File: config.mk
export PLATFORM = sky130hd
export DESIGN_NAME = boundary_search_ctrl
export DESIGN_NICKNAME = d
export VERILOG_FILES = /design/src/rtl/boundary_search_ctrl_pkg.sv /design/src/rtl/boundary_search_ctrl_scan.sv /design/src/rtl/boundary_search_ctrl.sv
export SDC_FILE = /design/constraint.sdc
export NUM_CORES = 1
export LEC_CHECK = 0
export CORE_ASPECT_RATIO = 0.75
export CORE_MARGIN = 1.5
export CORE_UTILIZATION = 65
export CTS_BUF_LIST = sky130_fd_sc_hd__clkbuf_8
export DETAILED_ROUTE_END_ITERATION = 7
export PLACE_DENSITY = 0.84
export SETUP_SLACK_MARGIN = 0.5
export SLEW_MARGIN = 0
export SYNTH_ARGS = -nofsm -noshare
export SYNTH_HDL_FRONTEND = slang
export SYNTH_SLANG_ARGS = --single-unit
File: constraint.sdc
create_clock -name i_clk -period 10.88 [get_ports i_clk]
set_clock_uncertainty 0.05 [all_clocks]
set_input_delay 2.72 -clock i_clk [delete_from_list [all_inputs] [get_ports i_clk]]
set_output_delay 2.72 -clock i_clk [all_outputs]
set_load 0.02 [all_outputs]
File: src/rtl/boundary_search_ctrl_pkg.sv
// Shared sizes and FSM encoding for the boundary search controller.
package boundary_search_ctrl_pkg;
    localparam int ROW_W         = 512;
    localparam int WORDS_PER_ROW = 16;
    localparam int WORD_W        = 32;
    localparam int ADDR_W        = 13;
    localparam int ROW_IDX_W     = 9;
    localparam int WORD_IDX_W    = 4;
    localparam int COL_W         = 9;
    localparam int GAP_W         = 5;

    typedef enum logic [2:0] {
        IDLE,
        RD_REQ,
        RD_WAIT,
        SCAN,
        WR_REQ,
        WR_WAIT,
        DONE
    } state_e;
endpackage

File: src/rtl/boundary_search_ctrl_scan.sv
// Per-column segment tracker: finds the first run of set pixels, bridging
// zero gaps of up to max_gap pixels.
module boundary_scan_unit
    import boundary_search_ctrl_pkg::*;
(
    input  logic             clk_i,
    input  logic             rstn_i,
    input  logic             clr_i,
    input  logic             valid_i,
    input  logic             pixel_i,
    input  logic [COL_W-1:0] col_i,
    input  logic [3:0]       max_gap_i,
    output logic [COL_W-1:0] left_o,
    output logic [COL_W-1:0] right_o,
    output logic             found_o,
    output logic             seg_end_o
);
    logic [COL_W-1:0] left_q, left_d, right_q, right_d;
    logic [GAP_W-1:0] gap_q, gap_d;
    logic             found_q, found_d;

    always_ff @(posedge clk_i or negedge rstn_i) begin
        if (!rstn_i) begin
            left_q  <= '0;
            right_q <= '0;
            gap_q   <= '0;
            found_q <= 1'b0;
        end else begin
            left_q  <= left_d;
            right_q <= right_d;
            gap_q   <= gap_d;
            found_q <= found_d;
        end
    end

    always_comb begin
        left_d    = left_q;
        right_d   = right_q;
        gap_d     = gap_q;
        found_d   = found_q;
        seg_end_o = 1'b0;
        if (clr_i) begin
            left_d  = '0;
            right_d = '0;
            gap_d   = '0;
            found_d = 1'b0;
        end else if (valid_i) begin
            if (pixel_i) begin
                if (!found_q) begin
                    left_d  = col_i;
                    found_d = 1'b1;
                end
                right_d = col_i;
                gap_d   = '0;
            end else if (found_q) begin
                gap_d     = gap_q + 5'd1;
                // The zero that pushes the gap past the limit closes the segment.
                seg_end_o = (gap_q + 5'd1) > {1'b0, max_gap_i};
            end
        end
    end

    assign left_o  = left_q;
    assign right_o = right_q;
    assign found_o = found_q;
endmodule

File: src/rtl/boundary_search_ctrl.sv
// Walks rows downward from a start row, keeping only the first (gap-tolerant)
// pixel segment of each row and writing the row back; stops at an empty row.
module boundary_search_ctrl
    import boundary_search_ctrl_pkg::*;
(
    input  logic                 i_clk,
    input  logic                 i_rstn,
    input  logic                 i_trig,
    output logic                 o_done,
    input  logic [3:0]           i_MAX_INTERVAL,
    input  logic [ROW_IDX_W-1:0] row_num_to_start,
    output logic [ADDR_W-1:0]    u_rd_512b_from_bram_o_rd_from_bram_addr,
    input  logic [WORD_W-1:0]    u_rd_512b_from_bram_i_rd_from_bram_data,
    output logic                 u_rd_512b_from_bram_o_rd_from_bram_trig,
    input  logic                 u_rd_512b_from_bram_i_rd_from_bram_done,
    output logic [ADDR_W-1:0]    u_wr_512b_to_bram_o_wr_to_bram_addr,
    output logic [WORD_W-1:0]    u_wr_512b_to_bram_o_wr_to_bram_data,
    output logic                 u_wr_512b_to_bram_o_wr_to_bram_trig,
    input  logic                 u_wr_512b_to_bram_i_wr_to_bram_done
);
    state_e                state_q, state_d;
    logic [ROW_IDX_W-1:0]  row_q, row_d;
    logic [WORD_IDX_W-1:0] word_q, word_d;
    logic [COL_W-1:0]      col_q, col_d;
    logic [3:0]            gap_max_q, gap_max_d;
    logic [ROW_W-1:0]      buf_q;

    logic                  rd_done, wr_done;
    logic                  scan_clr, scan_valid, pix;
    logic [COL_W-1:0]      seg_left, seg_right;
    logic                  seg_found, seg_end;
    logic [WORD_W-1:0]     cur_word, masked_word;
    logic [COL_W-1:0]      wcol;

    assign rd_done = u_rd_512b_from_bram_i_rd_from_bram_done;
    assign wr_done = u_wr_512b_to_bram_i_wr_to_bram_done;

    always_ff @(posedge i_clk or negedge i_rstn) begin
        if (!i_rstn) begin
            state_q   <= IDLE;
            row_q     <= '0;
            word_q    <= '0;
            col_q     <= '0;
            gap_max_q <= '0;
        end else begin
            state_q   <= state_d;
            row_q     <= row_d;
            word_q    <= word_d;
            col_q     <= col_d;
            gap_max_q <= gap_max_d;
        end
    end

    always_ff @(posedge i_clk or negedge i_rstn) begin
        if (!i_rstn)
            buf_q <= '0;
        else if (state_q == RD_WAIT && rd_done)
            buf_q[{word_q, 5'd0} +: WORD_W] <= u_rd_512b_from_bram_i_rd_from_bram_data;
    end

    assign pix        = buf_q[col_q];
    assign scan_valid = (state_q == SCAN);

    boundary_scan_unit u_scan (
        .clk_i     (i_clk),
        .rstn_i    (i_rstn),
        .clr_i     (scan_clr),
        .valid_i   (scan_valid),
        .pixel_i   (pix),
        .col_i     (col_q),
        .max_gap_i (gap_max_q),
        .left_o    (seg_left),
        .right_o   (seg_right),
        .found_o   (seg_found),
        .seg_end_o (seg_end)
    );

    always_comb begin
        state_d   = state_q;
        row_d     = row_q;
        word_d    = word_q;
        col_d     = col_q;
        gap_max_d = gap_max_q;
        scan_clr  = 1'b0;
        unique case (state_q)
            IDLE: if (i_trig) begin
                row_d     = row_num_to_start;
                gap_max_d = i_MAX_INTERVAL;
                word_d    = '0;
                state_d   = RD_REQ;
            end
            RD_REQ: state_d = RD_WAIT;
            RD_WAIT: if (rd_done) begin
                if (word_q == 4'd15) begin
                    word_d   = '0;
                    col_d    = '0;
                    scan_clr = 1'b1;
                    state_d  = SCAN;
                end else begin
                    word_d  = word_q + 4'd1;
                    state_d = RD_REQ;
                end
            end
            SCAN: begin
                if (seg_end || col_q == 9'd511) begin
                    // Tracker flag lags one cycle; include the pixel under the cursor.
                    state_d = (seg_found || pix) ? WR_REQ : DONE;
                end else begin
                    col_d = col_q + 9'd1;
                end
            end
            WR_REQ: state_d = WR_WAIT;
            WR_WAIT: if (wr_done) begin
                if (word_q != 4'd15) begin
                    word_d  = word_q + 4'd1;
                    state_d = WR_REQ;
                end else begin
                    word_d = '0;
                    if (row_q == 9'd511) begin
                        state_d = DONE;
                    end else begin
                        row_d   = row_q + 9'd1;
                        state_d = RD_REQ;
                    end
                end
            end
            DONE: if (!i_trig) state_d = IDLE;
            default: state_d = IDLE;
        endcase
    end

    assign cur_word = buf_q[{word_q, 5'd0} +: WORD_W];

    always_comb begin
        masked_word = '0;
        wcol        = '0;
        for (int b = 0; b < WORD_W; b++) begin
            wcol           = {word_q, 5'(b)};
            masked_word[b] = cur_word[b] && (wcol >= seg_left) && (wcol <= seg_right);
        end
    end

    assign o_done = (state_q == DONE);
    assign u_rd_512b_from_bram_o_rd_from_bram_trig = (state_q == RD_REQ);
    assign u_wr_512b_to_bram_o_wr_to_bram_trig     = (state_q == WR_REQ);
    assign u_rd_512b_from_bram_o_rd_from_bram_addr = {row_q, word_q};
    assign u_wr_512b_to_bram_o_wr_to_bram_addr     = {row_q, word_q};
    assign u_wr_512b_to_bram_o_wr_to_bram_data     = (state_q == WR_REQ) ? masked_word : '0;
endmodule

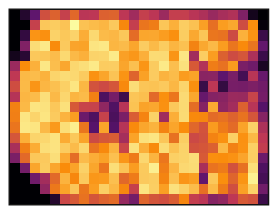
(local utilization)
Scale: 1 px per um. The die is cut into 26 by 19 equal tiles; black is low, pale yellow is high, 0 to 100% covered.
3.4% of the tiles are nearly empty. The mean over all tiles is 68%. The fullest tile reaches 99%. 53% of the tiles are over 75% full.

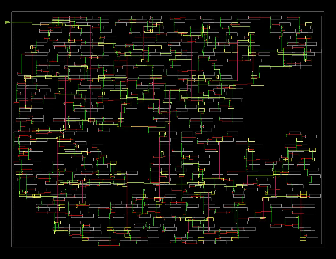
(the clock network)
clkbuf count: 111
Clock net power: 1910 uW
Num CTS Buffers: 86

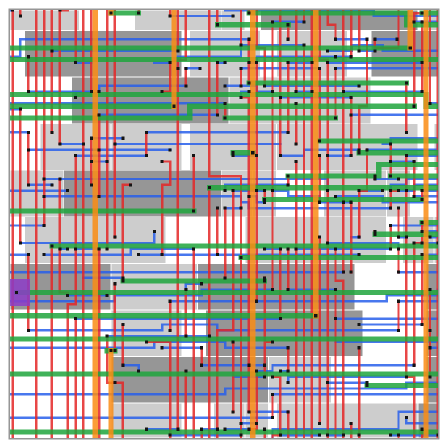
(zoomed window)
Window x 116 to 141, y 85 to 110 um. Cells in grey, sequential cells in the stronger grey; small squares are vias.
Key: red = met2; orange = met4; purple = met5; green = met3; blue = met1
29 logic cells have their middle in the window. Most frequent: mux2_2 (7), dfrtp_1 (7), mux4_2 (5). Sequential cells in the window: 7. Netlist names of flops here include `buf_q` (7).

==> flow_metrics.env <==
# implementation run metrics
export IMPL_status="complete, no violations"
export IMPL_final_core_util=0.725
export IMPL_r2r_start="col_q[0]$_DFFE_PN0P_"
export IMPL_worstHoldStart="buf_q[373]$_DFFE_PN0P_"
export IMPL_ys_warn_count=0
export IMPL_seq_area_sq_um=14200
export IMPL_cp_endpoint="u_wr_512b_to_bram_o_wr_to_bram_data[14]"
export IMPL_slew_headroom=0.133
export IMPL_first_iter_violations=3794
export IMPL_fin_ws_ns=2.70
export IMPL_cts_sinks=565
export IMPL_avgSynthCellArea_sq_um=11.5
export IMPL_ir_worst_vdd_mv=0.156
export IMPL_power_leader="combinational cells"
export IMPL_tightest_slew_ns=1.30
export IMPL_p_comb_frac=0.391
export IMPL_num_rows=69
export IMPL_biggestCellCategory="combinational gates"
export IMPL_rrSetupSlack_ns=5.21
export IMPL_met1_usage=0.607
export IMPL_regMostFlops="buf_q"
export IMPL_chip_area_sq_um=50000
export IMPL_top_usage_layer="met1"
export IMPL_p_switching_uw=3150
export IMPL_path_buffers=2
export IMPL_rsz0062_at_grt="no"
export IMPL_crit_slowest_cell="dfrtp_4"
export IMPL_grtUsageMet2=0.598
export IMPL_cpLargestDelayFamily="buffers and inverters"
export IMPL_syn2layout_area_growth_pct=9.23
export IMPL_nonClkBufAreaFrac=0.0416
export IMPL_hold_end="buf_q[373]$_DFFE_PN0P_"
export IMPL_crit_required_ns=8.11
export IMPL_holdWs_ns=0.458
export IMPL_clock_path_buffers=3
export IMPL_cp_max_fo=57
export IMPL_comb_cells=1886
export IMPL_finalInstanceArea_sq_um=34500
export IMPL_hold_path_class="reg2reg"
export IMPL_ys_cells=2739
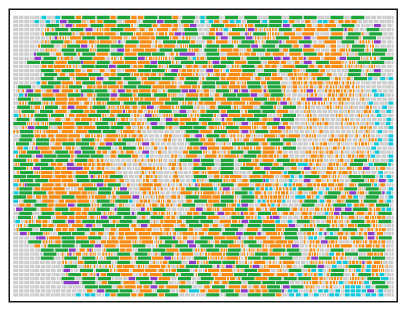
(cell classes on the final placement)
Scale: 1.5 px per um. Fill, decap, tap and diode cells in grey.
Key: orange = all other logic [cells 1911, share of their area 48%]; cyan = other buffers and delay cells [cells 149, share of their area 4.3%]; green = flip-flops [cells 565, share of their area 42%]; purple = clock drivers and dummy loads [cells 154, share of their area 5.5%]

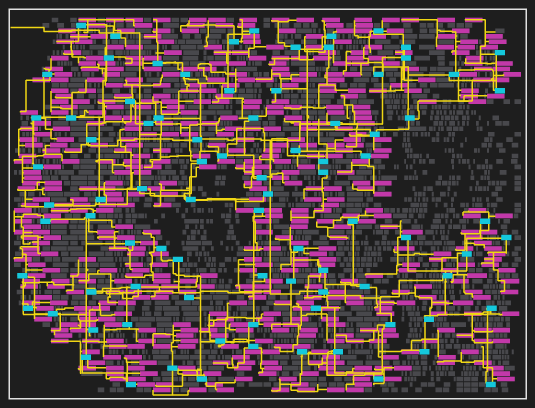
(clock wires, drivers and flops)
Scale: 2 px per um.
Key: magenta = flip-flops [count 565]; cyan = cells driving clock nets [count 86]; yellow = clock wires [length 7460 um]
There are 87 routed clock nets. Position of the flops: widely spread.

Power figures rest on the tool's default switching activity, not on a simulated workload.
